--- src/rtl/fpcvt_pkg.sv ---
// fpcvt_pkg: shared definitions for the fpcvt streaming converter.
//   - width derivation helpers (magnitude width, max exponent, clog2, index width)
//   - parameter legality check
//   - fp_word_t {sign, exp, sig} packed struct and builder for the default widths
package fpcvt_pkg;

    localparam int unsigned DefInW     = 12;
    localparam int unsigned DefExpW    = 3;
    localparam int unsigned DefSigW    = 4;
    localparam int unsigned DefSatCntW = 16;

    function automatic int unsigned fp_mag_w(input int unsigned in_w);
        return in_w - 1;
    endfunction

    function automatic int unsigned fp_exp_max(input int unsigned exp_w);
        return (32'd1 << exp_w) - 32'd1;
    endfunction

    function automatic int unsigned fp_clog2(input int unsigned v);
        int unsigned r;
        r = 0;
        for (int i = 0; i < 31; i++) begin
            if ((32'd1 << i) < v) r = i + 1;
        end
        return r;
    endfunction

    // Width of a bit index into a vector of width w; never narrower than one bit.
    function automatic int unsigned fp_idx_w(input int unsigned w);
        return (fp_clog2(w) < 1) ? 1 : fp_clog2(w);
    endfunction

    function automatic bit fp_legal(input int unsigned in_w, input int unsigned exp_w,
                                    input int unsigned sig_w);
        if (in_w < 2 || exp_w < 1 || exp_w > 30 || sig_w < 1) return 1'b0;
        return fp_mag_w(in_w) <= sig_w + fp_exp_max(exp_w);
    endfunction

    typedef struct packed {
        logic               sign;
        logic [DefExpW-1:0] exp;
        logic [DefSigW-1:0] sig;
    } fp_word_t;

    function automatic fp_word_t fp_build(input logic sign, input logic [DefExpW-1:0] exp,
                                          input logic [DefSigW-1:0] sig);
        fp_word_t w;
        w.sign = sign;
        w.exp  = exp;
        w.sig  = sig;
        return w;
    endfunction

endpackage

--- src/rtl/fpcvt_if.sv ---
// fpcvt_if: input and output valid/ready streams of the converter.
//   in_valid/in_ready/in_data           : sample stream into the converter
//   out_valid/out_ready/out_data/out_sat : float result stream out of the converter
// Modports: slave = converter side, master = source/sink side.
interface fpcvt_if #(
    parameter int unsigned IN_W  = fpcvt_pkg::DefInW,
    parameter int unsigned EXP_W = fpcvt_pkg::DefExpW,
    parameter int unsigned SIG_W = fpcvt_pkg::DefSigW
) ();
    logic                     in_valid;
    logic                     in_ready;
    logic [IN_W-1:0]          in_data;
    logic                     out_valid;
    logic                     out_ready;
    logic [EXP_W+SIG_W:0]     out_data;
    logic                     out_sat;

    modport slave (
        input  in_valid, in_data, out_ready,
        output in_ready, out_valid, out_data, out_sat
    );

    modport master (
        output in_valid, in_data, out_ready,
        input  in_ready, out_valid, out_data, out_sat
    );
endinterface

--- src/rtl/fpcvt_lod.sv ---
// fpcvt_lod: leading-one detector.
//   mag  in  MAG_W  vector to scan
//   idx  out IDX_W  index of the highest set bit (0 when mag is zero)
//   zero out 1      mag is all zeros
module fpcvt_lod #(
    parameter int unsigned MAG_W = 11,
    parameter int unsigned IDX_W = 4
) (
    input  logic [MAG_W-1:0] mag,
    output logic [IDX_W-1:0] idx,
    output logic             zero
);
    always_comb begin
        idx = '0;
        // Ascending scan: the last hit is the most significant one.
        for (int i = 0; i < MAG_W; i++) begin
            if (mag[i]) idx = IDX_W'(i);
        end
        zero = ~|mag;
    end
endmodule

--- src/rtl/fpcvt_pipe.sv ---
// fpcvt_pipe: 3-stage streaming two's-complement -> {sign, exp, sig} float converter.
//   clk, rst_n : clock (rising edge), asynchronous active-low reset
//   bus        : fpcvt_if.slave (in_valid/in_ready/in_data, out_valid/out_ready/out_data/out_sat)
//   sat_count  : saturating count of saturated output transfers (FPCVT_SAT_CNT_EN only)
// Stages: S1 sign/magnitude, S2 leading-one normalise, S3 round/saturate/pack.
// Optional feature macro: FPCVT_SAT_CNT_EN adds the sat_count port and counter.
module fpcvt_pipe
    import fpcvt_pkg::*;
#(
    parameter int unsigned IN_W     = DefInW,
    parameter int unsigned EXP_W    = DefExpW,
    parameter int unsigned SIG_W    = DefSigW,
    parameter int unsigned SATCNT_W = DefSatCntW
) (
    input logic     clk,
    input logic     rst_n,
    fpcvt_if.slave  bus
`ifdef FPCVT_SAT_CNT_EN
    ,
    output logic [SATCNT_W-1:0] sat_count
`endif
);
    localparam int unsigned MAG_W   = fp_mag_w(IN_W);
    localparam int unsigned EXP_MAX = fp_exp_max(EXP_W);
    localparam int unsigned IDX_W   = fp_idx_w(MAG_W);
    localparam int unsigned E_W     = IDX_W + 1;
    localparam int unsigned OUT_W   = 1 + EXP_W + SIG_W;
    localparam int unsigned X_W     = MAG_W + SIG_W;

    if (!fp_legal(IN_W, EXP_W, SIG_W) || SATCNT_W == 0) begin : g_bad_cfg
        $error("fpcvt_pipe: illegal parameter combination");
    end

    logic rdy1, rdy2, rdy3;
    logic v1_q, v2_q, v3_q;

    assign rdy3 = !v3_q || bus.out_ready;
    assign rdy2 = !v2_q || rdy3;
    assign rdy1 = !v1_q || rdy2;
    assign bus.in_ready = rdy1;

    // ---------------- S1: sign / magnitude ----------------
    logic [IN_W-1:0]  neg_s1;
    logic [MAG_W-1:0] mag_s1;
    logic             sign1_q;
    logic [MAG_W-1:0] mag1_q;

    always_comb begin
        neg_s1 = -bus.in_data;
        if (!bus.in_data[IN_W-1]) begin
            mag_s1 = bus.in_data[MAG_W-1:0];
        end else if (neg_s1[IN_W-1]) begin
            // Only the most negative input still has its top bit set after negation.
            mag_s1 = '1;
        end else begin
            mag_s1 = neg_s1[MAG_W-1:0];
        end
    end

    always_ff @(posedge clk or negedge rst_n) begin
        if (!rst_n) begin
            v1_q    <= 1'b0;
            sign1_q <= 1'b0;
            mag1_q  <= '0;
        end else if (rdy1) begin
            v1_q <= bus.in_valid;
            if (bus.in_valid) begin
                sign1_q <= bus.in_data[IN_W-1];
                mag1_q  <= mag_s1;
            end
        end
    end

    // ---------------- S2: normalise ----------------
    logic [IDX_W-1:0] lod_idx;
    logic             lod_zero;
    logic [31:0]      p_s2, e_s2;
    logic [X_W-1:0]   mag_x, sh_s2, sh_rnd;
    logic [SIG_W-1:0] f_s2;
    logic             rnd_s2;
    logic             sign2_q, rnd2_q;
    logic [E_W-1:0]   e2_q;
    logic [SIG_W-1:0] f2_q;

    fpcvt_lod #(
        .MAG_W (MAG_W),
        .IDX_W (IDX_W)
    ) u_lod (
        .mag  (mag1_q),
        .idx  (lod_idx),
        .zero (lod_zero)
    );

    always_comb begin
        p_s2   = lod_zero ? 32'd0 : 32'(lod_idx);
        e_s2   = (p_s2 < SIG_W) ? 32'd0 : p_s2 - (SIG_W - 1);
        mag_x  = X_W'(mag1_q);
        sh_s2  = mag_x >> e_s2;
        f_s2   = sh_s2[SIG_W-1:0];
        sh_rnd = '0;
        rnd_s2 = 1'b0;
        if (e_s2 != 32'd0) begin
            // Rounding bit is the first bit shifted out.
            sh_rnd = mag_x >> (e_s2 - 32'd1);
            rnd_s2 = sh_rnd[0];
        end
    end

    always_ff @(posedge clk or negedge rst_n) begin
        if (!rst_n) begin
            v2_q    <= 1'b0;
            sign2_q <= 1'b0;
            e2_q    <= '0;
            f2_q    <= '0;
            rnd2_q  <= 1'b0;
        end else if (rdy2) begin
            v2_q <= v1_q;
            if (v1_q) begin
                sign2_q <= sign1_q;
                e2_q    <= E_W'(e_s2);
                f2_q    <= f_s2;
                rnd2_q  <= rnd_s2;
            end
        end
    end

    // ---------------- S3: round, saturate, pack ----------------
    logic [SIG_W:0]   f_sum;
    logic [SIG_W-1:0] f_rnd, sig_s3;
    logic [E_W:0]     e_rnd;
    logic [EXP_W-1:0] exp_s3;
    logic             sat_s3;
    logic [OUT_W-1:0] data3_q;
    logic             sat3_q;

    always_comb begin
        f_sum = {1'b0, f2_q} + (SIG_W + 1)'(rnd2_q);
        f_rnd = f_sum[SIG_W-1:0];
        e_rnd = {1'b0, e2_q};
        if (f_sum[SIG_W]) begin
            // Round carry: 2^SIG_W * 2^E == 2^(SIG_W-1) * 2^(E+1).
            f_rnd          = '0;
            f_rnd[SIG_W-1] = 1'b1;
            e_rnd          = {1'b0, e2_q} + 1'b1;
        end
        if (32'(e_rnd) > EXP_MAX) begin
            sat_s3 = 1'b1;
            exp_s3 = '1;
            sig_s3 = '1;
        end else begin
            sat_s3 = 1'b0;
            exp_s3 = EXP_W'(e_rnd);
            sig_s3 = f_rnd;
        end
    end

    always_ff @(posedge clk or negedge rst_n) begin
        if (!rst_n) begin
            v3_q    <= 1'b0;
            data3_q <= '0;
            sat3_q  <= 1'b0;
        end else if (rdy3) begin
            v3_q <= v2_q;
            if (v2_q) begin
                data3_q <= {sign2_q, exp_s3, sig_s3};
                sat3_q  <= sat_s3;
            end
        end
    end

    assign bus.out_valid = v3_q;
    assign bus.out_data  = data3_q;
    assign bus.out_sat   = sat3_q;

`ifdef FPCVT_SAT_CNT_EN
    always_ff @(posedge clk or negedge rst_n) begin
        if (!rst_n) begin
            sat_count <= '0;
        end else if (v3_q && bus.out_ready && sat3_q && (sat_count != '1)) begin
            sat_count <= sat_count + 1'b1;
        end
    end
`endif

endmodule
--- src/flat_wrapper.sv ---
// flat-port wrapper written by rule: the top's interface ports become plain ports
module fpcvt_pipe_flat import fpcvt_pkg::*;
#(
    parameter int unsigned IN_W     = DefInW,
    parameter int unsigned EXP_W    = DefExpW,
    parameter int unsigned SIG_W    = DefSigW,
    parameter int unsigned SATCNT_W = DefSatCntW
)
  (clk, rst_n, bus_in_valid, bus_in_data, bus_out_ready, bus_in_ready, bus_out_valid, bus_out_data, bus_out_sat);
  fpcvt_if #(.IN_W(IN_W), .EXP_W(EXP_W), .SIG_W(SIG_W)) bus_i ();
  input logic clk;
  input logic rst_n;
  input wire logic [$bits(bus_i.in_valid)-1:0] bus_in_valid;
  input wire logic [$bits(bus_i.in_data)-1:0] bus_in_data;
  input wire logic [$bits(bus_i.out_ready)-1:0] bus_out_ready;
  output wire logic [$bits(bus_i.in_ready)-1:0] bus_in_ready;
  output wire logic [$bits(bus_i.out_valid)-1:0] bus_out_valid;
  output wire logic [$bits(bus_i.out_data)-1:0] bus_out_data;
  output wire logic [$bits(bus_i.out_sat)-1:0] bus_out_sat;
  assign bus_i.in_valid = bus_in_valid;
  assign bus_i.in_data = bus_in_data;
  assign bus_i.out_ready = bus_out_ready;
  assign bus_in_ready = bus_i.in_ready;
  assign bus_out_valid = bus_i.out_valid;
  assign bus_out_data = bus_i.out_data;
  assign bus_out_sat = bus_i.out_sat;
  fpcvt_pipe #(.IN_W(IN_W), .EXP_W(EXP_W), .SIG_W(SIG_W), .SATCNT_W(SATCNT_W)) u_core (.clk(clk), .rst_n(rst_n), .bus(bus_i));
endmodule
--- config.mk ---
export PLATFORM = sky130hd
export DESIGN_NAME = fpcvt_pipe_flat
export DESIGN_NICKNAME = d
export VERILOG_FILES = /design/src/rtl/fpcvt_pkg.sv /design/src/rtl/fpcvt_if.sv /design/src/rtl/fpcvt_lod.sv /design/src/rtl/fpcvt_pipe.sv /design/src/flat_wrapper.sv
export SDC_FILE = /design/constraint.sdc
export NUM_CORES = 1
export LEC_CHECK = 0
export CAP_MARGIN = 20
export CORE_MARGIN = 4
export CORE_UTILIZATION = 58
export CTS_BUF_LIST = sky130_fd_sc_hd__clkbuf_8
export DETAILED_ROUTE_END_ITERATION = 16
export PLACE_DENSITY = 0.83
export SYNTH_ARGS = -nofsm -noshare
export SYNTH_HDL_FRONTEND = slang
export SYNTH_SLANG_ARGS = --single-unit
--- constraint.sdc ---
create_clock -name clk -period 3.2 [get_ports clk]
set_input_delay 0.64 -clock clk [delete_from_list [all_inputs] [get_ports clk]]
set_output_delay 0.64 -clock clk [all_outputs]
set_load 0.01 [all_outputs]
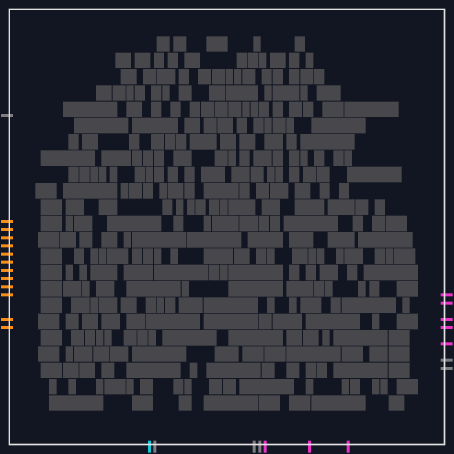
**Above:** run 1 (pin map).
Scale: 6 px per um. Pins as bars across the die edge, other pins in gray.
color	port	pins	direction	edge
cyan	`bus_in_valid`	1	input	bottom
orange	`bus_in_data`	12	input	left
magenta	`bus_out_data`	8	output	5 right, 3 bottom
DIE HEIGHT: 72.3 um
Port Buffers: 26

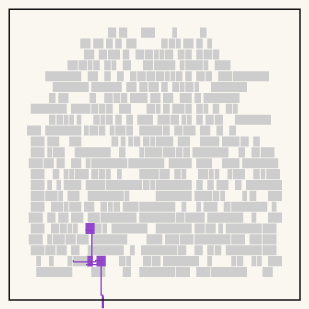
**Above:** run 1 (port wiring).
Scale: 4 px per um.
color	port	bits	direction	edge	end cells	buffers	wire
purple	`bus_in_valid`	1	input	bottom	3	1	31.1 um
I/O pins: 27

==> job_summary.md, run 1 <==
### Metrics collected by this job

| Metric | Value |
|---|---|
| CP endpoint | u_core.rnd2_q |
| Worst path depth | 12 |
| Logic power comb | 797 uW |
| CTS Hold Bufs | 0 |
| Most frequent cell on the critical path | nor3_1 |
| TritonCTS clock tree | done |
| Resized cells post-CTS | 0 |
| Syn Inst Count | 288 |
| Gr usage total | 23.5% |
| CTS clk-pin slew, worst paths | 0.08 ns |
| Fp util | 60.0% |
| Final Max Tran Viols | 0 |
| WL/cell | 15.3 um |
| Final hold vios | 0 |
| WP data required | 3.39 ns |
| Yosys Warn Count | 0 |
| Aoi share | 23.3% |
| Simple share | 22.9% |
| WP buf/inv | 0 |
| Root Driver | clkbuf_8 |
| Top logic family | AND-OR/OR-AND gates |
| Tool warnings | 27 |
| Post-layout util | 69.6% |
| Worst Clk Skew | 0.00878 ns |
| Status | finished clean |
| Pint | 1.10 mW |
| Late-Pin Clk Latency | 0.29 ns |
| Most frequent logic cell in the layout | dfrtp_1 |
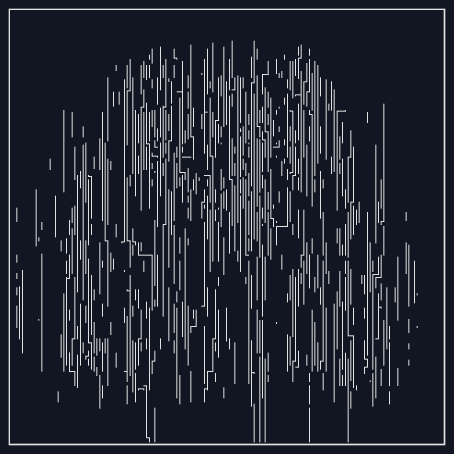
**Above:** run 1 (the metal 2 layer).
Scale: 6 px per um.
longest straight run	27.0 um
main direction	vertical
nets with wire on the layer	295
wire length on this layer	2780 um

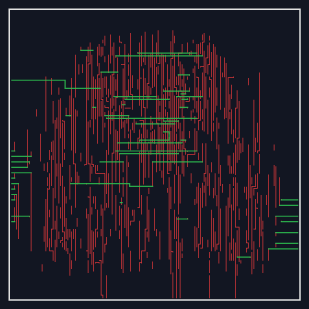
**Above:** run 1 (routed metal, one color a layer).
Scale: 4 px per um. Two of the layers only.
color	layer	wire length
red	M2	2780 um
green	M3	327 um

-- run 1: worst min path at each step --
stage | startpoint | endpoint | slack [ns] | cells after the start
2_1_floorplan | rst_n | u_core.bus.out_data[0] | 0.34 | 0
3_3_place_gp | u_core.v1_q | u_core.v2_q | 0.46 | 1
3_5_place_dp | u_core.v1_q | u_core.v2_q | 0.48 | 1
4_1_cts | u_core.v1_q | u_core.v2_q | 0.48 | 1
5_1_grt | u_core.v1_q | u_core.v2_q | 0.51 | 1
6_report | u_core.v1_q | u_core.v2_q | 0.48 | 1
-- run 1: flip-flops by register name, summed over array words and instances, names as in the netlist --
name,cells
u_core.bus.out_data,8
u_core.e2_q,5
u_core.v1_q,1
u_core.bus.out_sat,1
u_core.mag1_q,11
u_core.sign1_q,1
u_core.v2_q,1
u_core.bus.out_valid,1
u_core.sign2_q,1
u_core.f2_q,4
u_core.rnd2_q,1
-- run 1: kinds of logic (layout without fill, tap and decap cells) --
logic type	after synthesis	in the layout
and+or+nand+nor	111	111
DFF	35	35
buffers and inverters	22	48
AOI/OAI and AO/OA	91	91
xor gates and xnor gates	12	12
muxes	9	9
adders and majority gates	8	8
-- run 1: final cells by class --
cell class	instances	area (sq um)
flip-flops and latches	35	876
inverters	9	33.8
fillers	354	1210
well taps	50	62.6
repair buffers	31	298
multi-input cells	231	1420
clock buffers	5	68.8
clock inverters	3	25.0
-- run 1: per-stage QoR --
step / hold slack, ns / cells
after floorplan: 0.344 / 288
after global placement: 0.463 / 356
after detailed placement: 0.477 / 356
after CTS: 0.485 / 364
after global routing: 0.513 / 364
final: 0.480 / 364
-- run 1: per-layer routing --
layer,track usage (%),wire (um)
met3,3.88,326
met4,7.93,99
met2,42.0,2780
met5,0,0
met1,28.4,2350
==> run 1 -> run 2 <==
--- a/config.mk
+++ b/config.mk
@@ -7,10 +7,11 @@
 export LEC_CHECK = 0
 export CAP_MARGIN = 20
 export CORE_MARGIN = 4
-export CORE_UTILIZATION = 58
+export CORE_UTILIZATION = 59
 export CTS_BUF_LIST = sky130_fd_sc_hd__clkbuf_8
 export DETAILED_ROUTE_END_ITERATION = 16
-export PLACE_DENSITY = 0.83
+export PLACE_DENSITY = 0.84
 export SYNTH_ARGS = -nofsm -noshare
 export SYNTH_HDL_FRONTEND = slang
+export SYNTH_HIERARCHICAL = 1
 export SYNTH_SLANG_ARGS = --single-unit
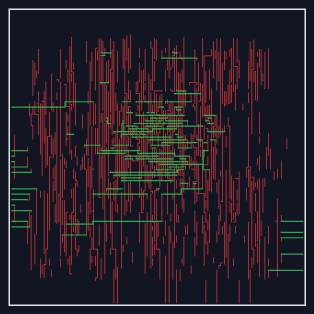
**Above:** run 2 (routed metal, one color a layer).
Scale: 4 px per um. Two of the layers only.
drt total wl: 6490 um
via count: 2491
WL/cell: 16.4 um

==> run 2 against run 1 <==
Compared with the run above:
- clock skew fell by 0.0020 ns
- sequential power fell by 4.9%
- global-route usage rose by 2.2 points
- routed wire length rose by 17%
- critical path depth rose by 3
- the flow now finishes with violations (setup timing)
- highest routed layer unchanged
- power rose by 8.9%
- non-clock buffer count rose by 22
- sequential share of layout area fell by 4.8 points
- cell area rose by 18%
==> job_summary.md, run 2 <==
### Metrics collected by this job

| Metric | Value |
|---|---|
| Yosys Warn Count | 6 (was 0) |
| Clock buffer count | 7 (was 5) |
| Met2 global-route usage | 45.5% (was 42.0%) |
| Fill cell count | 267 (was 354) |
| I/O pins | 27 (unchanged) |
| Worst Clk Skew | 0.00678 ns (was 0.00878 ns) |
| Post-layout util | 80.6% (was 69.6%) |
| Hold Path End | u_core/e2_q[4] (was u_core.v2_q) |
| Syn Inst Count | 293 (was 288) |
| CTS clk-pin slew, worst paths | 0.07 ns (was 0.08 ns) |
| Final worst slack | -0.0188 ns (was 0.259 ns) |
| Finish-stage setup viols | 1 (was 0) |
| Inverters | 8 (was 9) |
| Logic share of the area | 53.3% (was 51.0%) |
| Met3 routed WL | 482 um (was 326 um) |
| Grt peak-use layer | met2 (unchanged) |
| Most flops, register | u_core/mag1_q (was u_core.mag1_q) |
| Most frequent logic cell in the layout | dfrtp_1 (unchanged) |
| Register area | 877 sq um (was 876 sq um) |
| Logic area | 1760 sq um (was 1420 sq um) |
| Data buffer area share | 14.2% (was 10.7%) |
| DIE HEIGHT | 73.6 um (was 72.3 um) |
| Final hold vios | 0 (unchanged) |
| Status | complete, but fails checks (was finished clean) |
| Fp util | 62.1% (was 60.0%) |
| Hold Crit Start | u_core/e2_q[4] (was u_core.v1_q) |
| Hold Crit Depth | 1 (unchanged) |
| Combinational gates | 242 (was 231) |
| Post-placement cell count | 384 (was 356) |
| Failing checks | setup timing |
[run 2: netlist changes by cell type in the layout (fill, tap and decap cells not counted), moves of 3 or more]
cell	previous run	this run
conb_1	0	6
o31ai_1	8	5
ha_4	0	3
a21oi_1	33	26
nand3_1	8	17
buf_4	5	26
a22oi_1	4	0
o21ai_0	21	14
a32oi_1	0	3
nor3_1	10	2
[run 2: critical path, stage by stage, from the launching register on]
cell       delay (ns)
dfrtp_1          0.37
buf_4            0.16
nor4_2           0.28
and4b_2          0.35
nor2b_2          0.07
ha_4             0.29
and2_4           0.16
inv_4            0.04
ha_4             0.16
nand3_4          0.06
ha_4             0.19
nor4b_2          0.26
nand4_1          0.15
a311oi_2         0.37
o2111ai_1        0.17
nand2_1          0.08
[run 2: cell families (layout without fill, tap and decap cells)]
kind of cell,Yosys count,after routing,synth area share [%]
other,1,6,0.148
adders and majority gates,12,12,5.91
xor gates and xnor gates,13,13,4.48
AOI/OAI and AO/OA,75,75,20.6
DFF,35,35,34.5
and+or+nand+nor,130,130,28.1
muxes,6,6,2.46
buffers and inverters,21,69,3.79
[run 2: worst max-delay path by stage]
stage	from	endpoint	slack (ns)	depth (start not counted)
6_report	u_core/mag1_q[2]	u_core/rnd2_q	-0.02	15
5_1_grt	u_core/mag1_q[2]	u_core/rnd2_q	-0.09	15
4_1_cts	u_core/mag1_q[2]	u_core/rnd2_q	0.01	16
3_5_place_dp	u_core/mag1_q[2]	u_core/rnd2_q	-0.02	15
3_3_place_gp	u_core/mag1_q[2]	u_core/rnd2_q	0.11	14
2_1_floorplan	u_core/mag1_q[2]	u_core/rnd2_q	0.09	16
[run 2: report_power, final]
group,internal [mW],leakage (nW),switching [mW]
clock network,0.193,0.0557,0.152
logic,0.478,0.937,0.498
registers,0.562,0.403,0.106
total,1.23,1.40,0.755
**Run 2: pin map**

Scale: 6 px per um. Pins as bars across the die edge, other pins in gray.
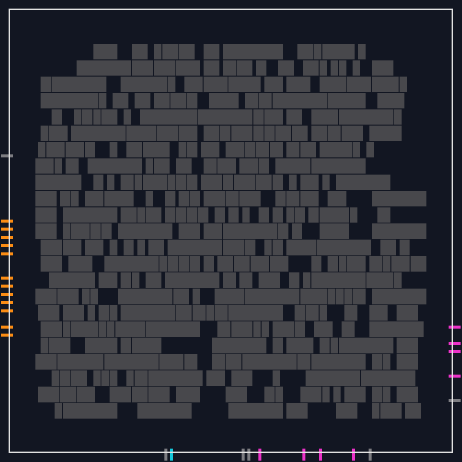

==> run 2 -> run 3 <==
--- a/config.mk
+++ b/config.mk
@@ -6,7 +6,7 @@
 export NUM_CORES = 1
 export LEC_CHECK = 0
 export CAP_MARGIN = 20
-export CORE_MARGIN = 4
+export CORE_MARGIN = 2
 export CORE_UTILIZATION = 59
 export CTS_BUF_LIST = sky130_fd_sc_hd__clkbuf_8
 export DETAILED_ROUTE_END_ITERATION = 16
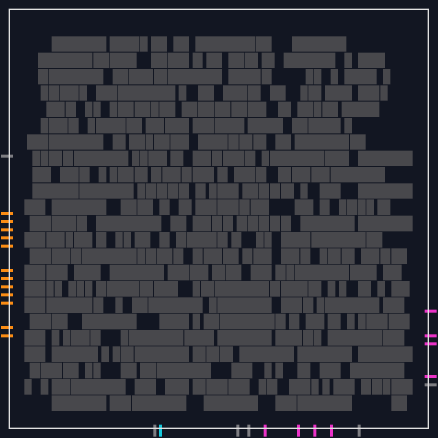
**Above:** run 3 (pin map).
Scale: 6 px per um. Pins as bars across the die edge, other pins in gray.
DIE HEIGHT: 69.6 um
Die X: 69.6 um

==> run 3 against run 2 <==
Compared with the run above:
- the flow still finishes with violations (setup timing)
- fmax is 1.4% lower
- routed wire length rose by 2.9%
- sequential power decreased by 0.9%
- register-to-register slack lost 0.04 ns
- core utilization rose by 1.8 points
- synthesized cell count is the same
- clock power up 25%
- die area down 11%
- via count increased by 0.56%
- highest routed layer unchanged
==> job_summary.md, run 3 <==
### Metrics collected by this job

| Metric | Value |
|---|---|
| Status | complete, but fails checks (unchanged) |
| Failing checks | setup timing (unchanged) |
| Post-placement cell count | 387 (was 384) |
| CTS Hold Bufs | 0 (unchanged) |
| Most frequent cell on the critical path | ha_4 (unchanged) |
| Hold Crit Depth | 2 (was 1) |
| CTS clk-pin slew, worst paths | 0.08 ns (was 0.07 ns) |
| CP cell instances | or3_1, nor2_1, o21ba_2, nand2_2, ha_4, nand3_4, ha_4, nor4b_4, nand4_1, a311oi_2, a32oi_1, nand2_1 (was buf_4, nor4_2, and4b_2, nor2b_2, ha_4, and2_4, inv_4, ha_4, nand3_4, ha_4, nor4b_2, nand4_1, a311oi_2, o2111ai_1, nand2_1) |
| I/O pins | 27 (unchanged) |
| Post-layout util | 82.5% (was 80.6%) |
| Slowest cell delay on critical path | 0.45 ns (was 0.37 ns) |
| Worst Clk Skew | 0.00608 ns (was 0.00678 ns) |
| Drt total wl | 6670 um (was 6490 um) |
| WP data required | 3.44 ns (was 3.42 ns) |
| Yosys Warn Count | 6 (unchanged) |
| Late-Pin Clk Latency | 0.29 ns (was 0.28 ns) |
| Finish-stage setup viols | 1 (unchanged) |
| Final worst slack | -0.0631 ns (was -0.0188 ns) |
| Fp util | 62.6% (was 62.1%) |
| Port Buffers | 26 (unchanged) |
| Top sig layer | met4 (unchanged) |
| Met1 WL | 2510 um (was 2530 um) |
| Root Driver | clkbuf_8 (unchanged) |
| Final Max Tran Viols | 0 (unchanged) |
| Flop pwr share | 31.6% (was 33.6%) |
| Worst path slowest cell | dfrtp_1 (unchanged) |
==> run 3: netlist changes by cell type in the layout (fill, tap and decap cells not counted), sizes merged <==
cell,delta
bufinv,+1
clkbuf,-1
buf,+3
==> run 3: area by class of cell <==
| type | count | area [sq um] |
|---|---|---|
| fill | 259 | 712 |
| clock buffer | 6 | 82.6 |
| timing repair buffer | 56 | 485 |
| tap | 50 | 62.6 |
| clock inverter | 2 | 38.8 |
| sequential | 35 | 876 |
| multi-input combinational | 242 | 1770 |
| inverter | 8 | 32.5 |
==> run 3: cells by family after synthesis <==
family	count (synthesis)	synth area share, %
and+or+nand+nor	130	28.1
AOI/OAI and AO/OA	75	20.6
DFF	35	34.5
buffers and inverters	21	3.79
xor gates and xnor gates	13	4.48
adders and majority gates	12	5.91
muxes	6	2.46
other	1	0.148
==> run 3: timing repair <==
item / CTS / global route
setup endpoints to repair: 1 / 1
buffers inserted: 0 / 4
pin swaps: 3 / 13
endpoints found under the hold margin: 0 / 0
gates cloned: 0 / 0
gates resized: 3 / 10
==> run 3: how the worst max path moves through the flow <==
stage	to	slack, ns	depth (start not counted)	start
global route	u_core/rnd2_q	-0.23	12	u_core/mag1_q[8]
floorplan	u_core/rnd2_q	0.09	16	u_core/mag1_q[2]
global placement	u_core/rnd2_q	0.07	13	u_core/mag1_q[2]
finish	u_core/rnd2_q	-0.06	12	u_core/mag1_q[8]
detailed placement	u_core/rnd2_q	-0.03	16	u_core/mag1_q[2]
CTS	u_core/rnd2_q	0.002	16	u_core/mag1_q[2]
==> run 3: worst max-delay path, delay by kind of cell (launching register included) <==
kind	cells	cell delay, ns
AND/OR/NAND/NOR	7	1.54
AND-OR/OR-AND	3	0.79
flip-flops	1	0.45
adder cells (fa/ha/maj)	2	0.43
Power and IR drop assume default switching activity.
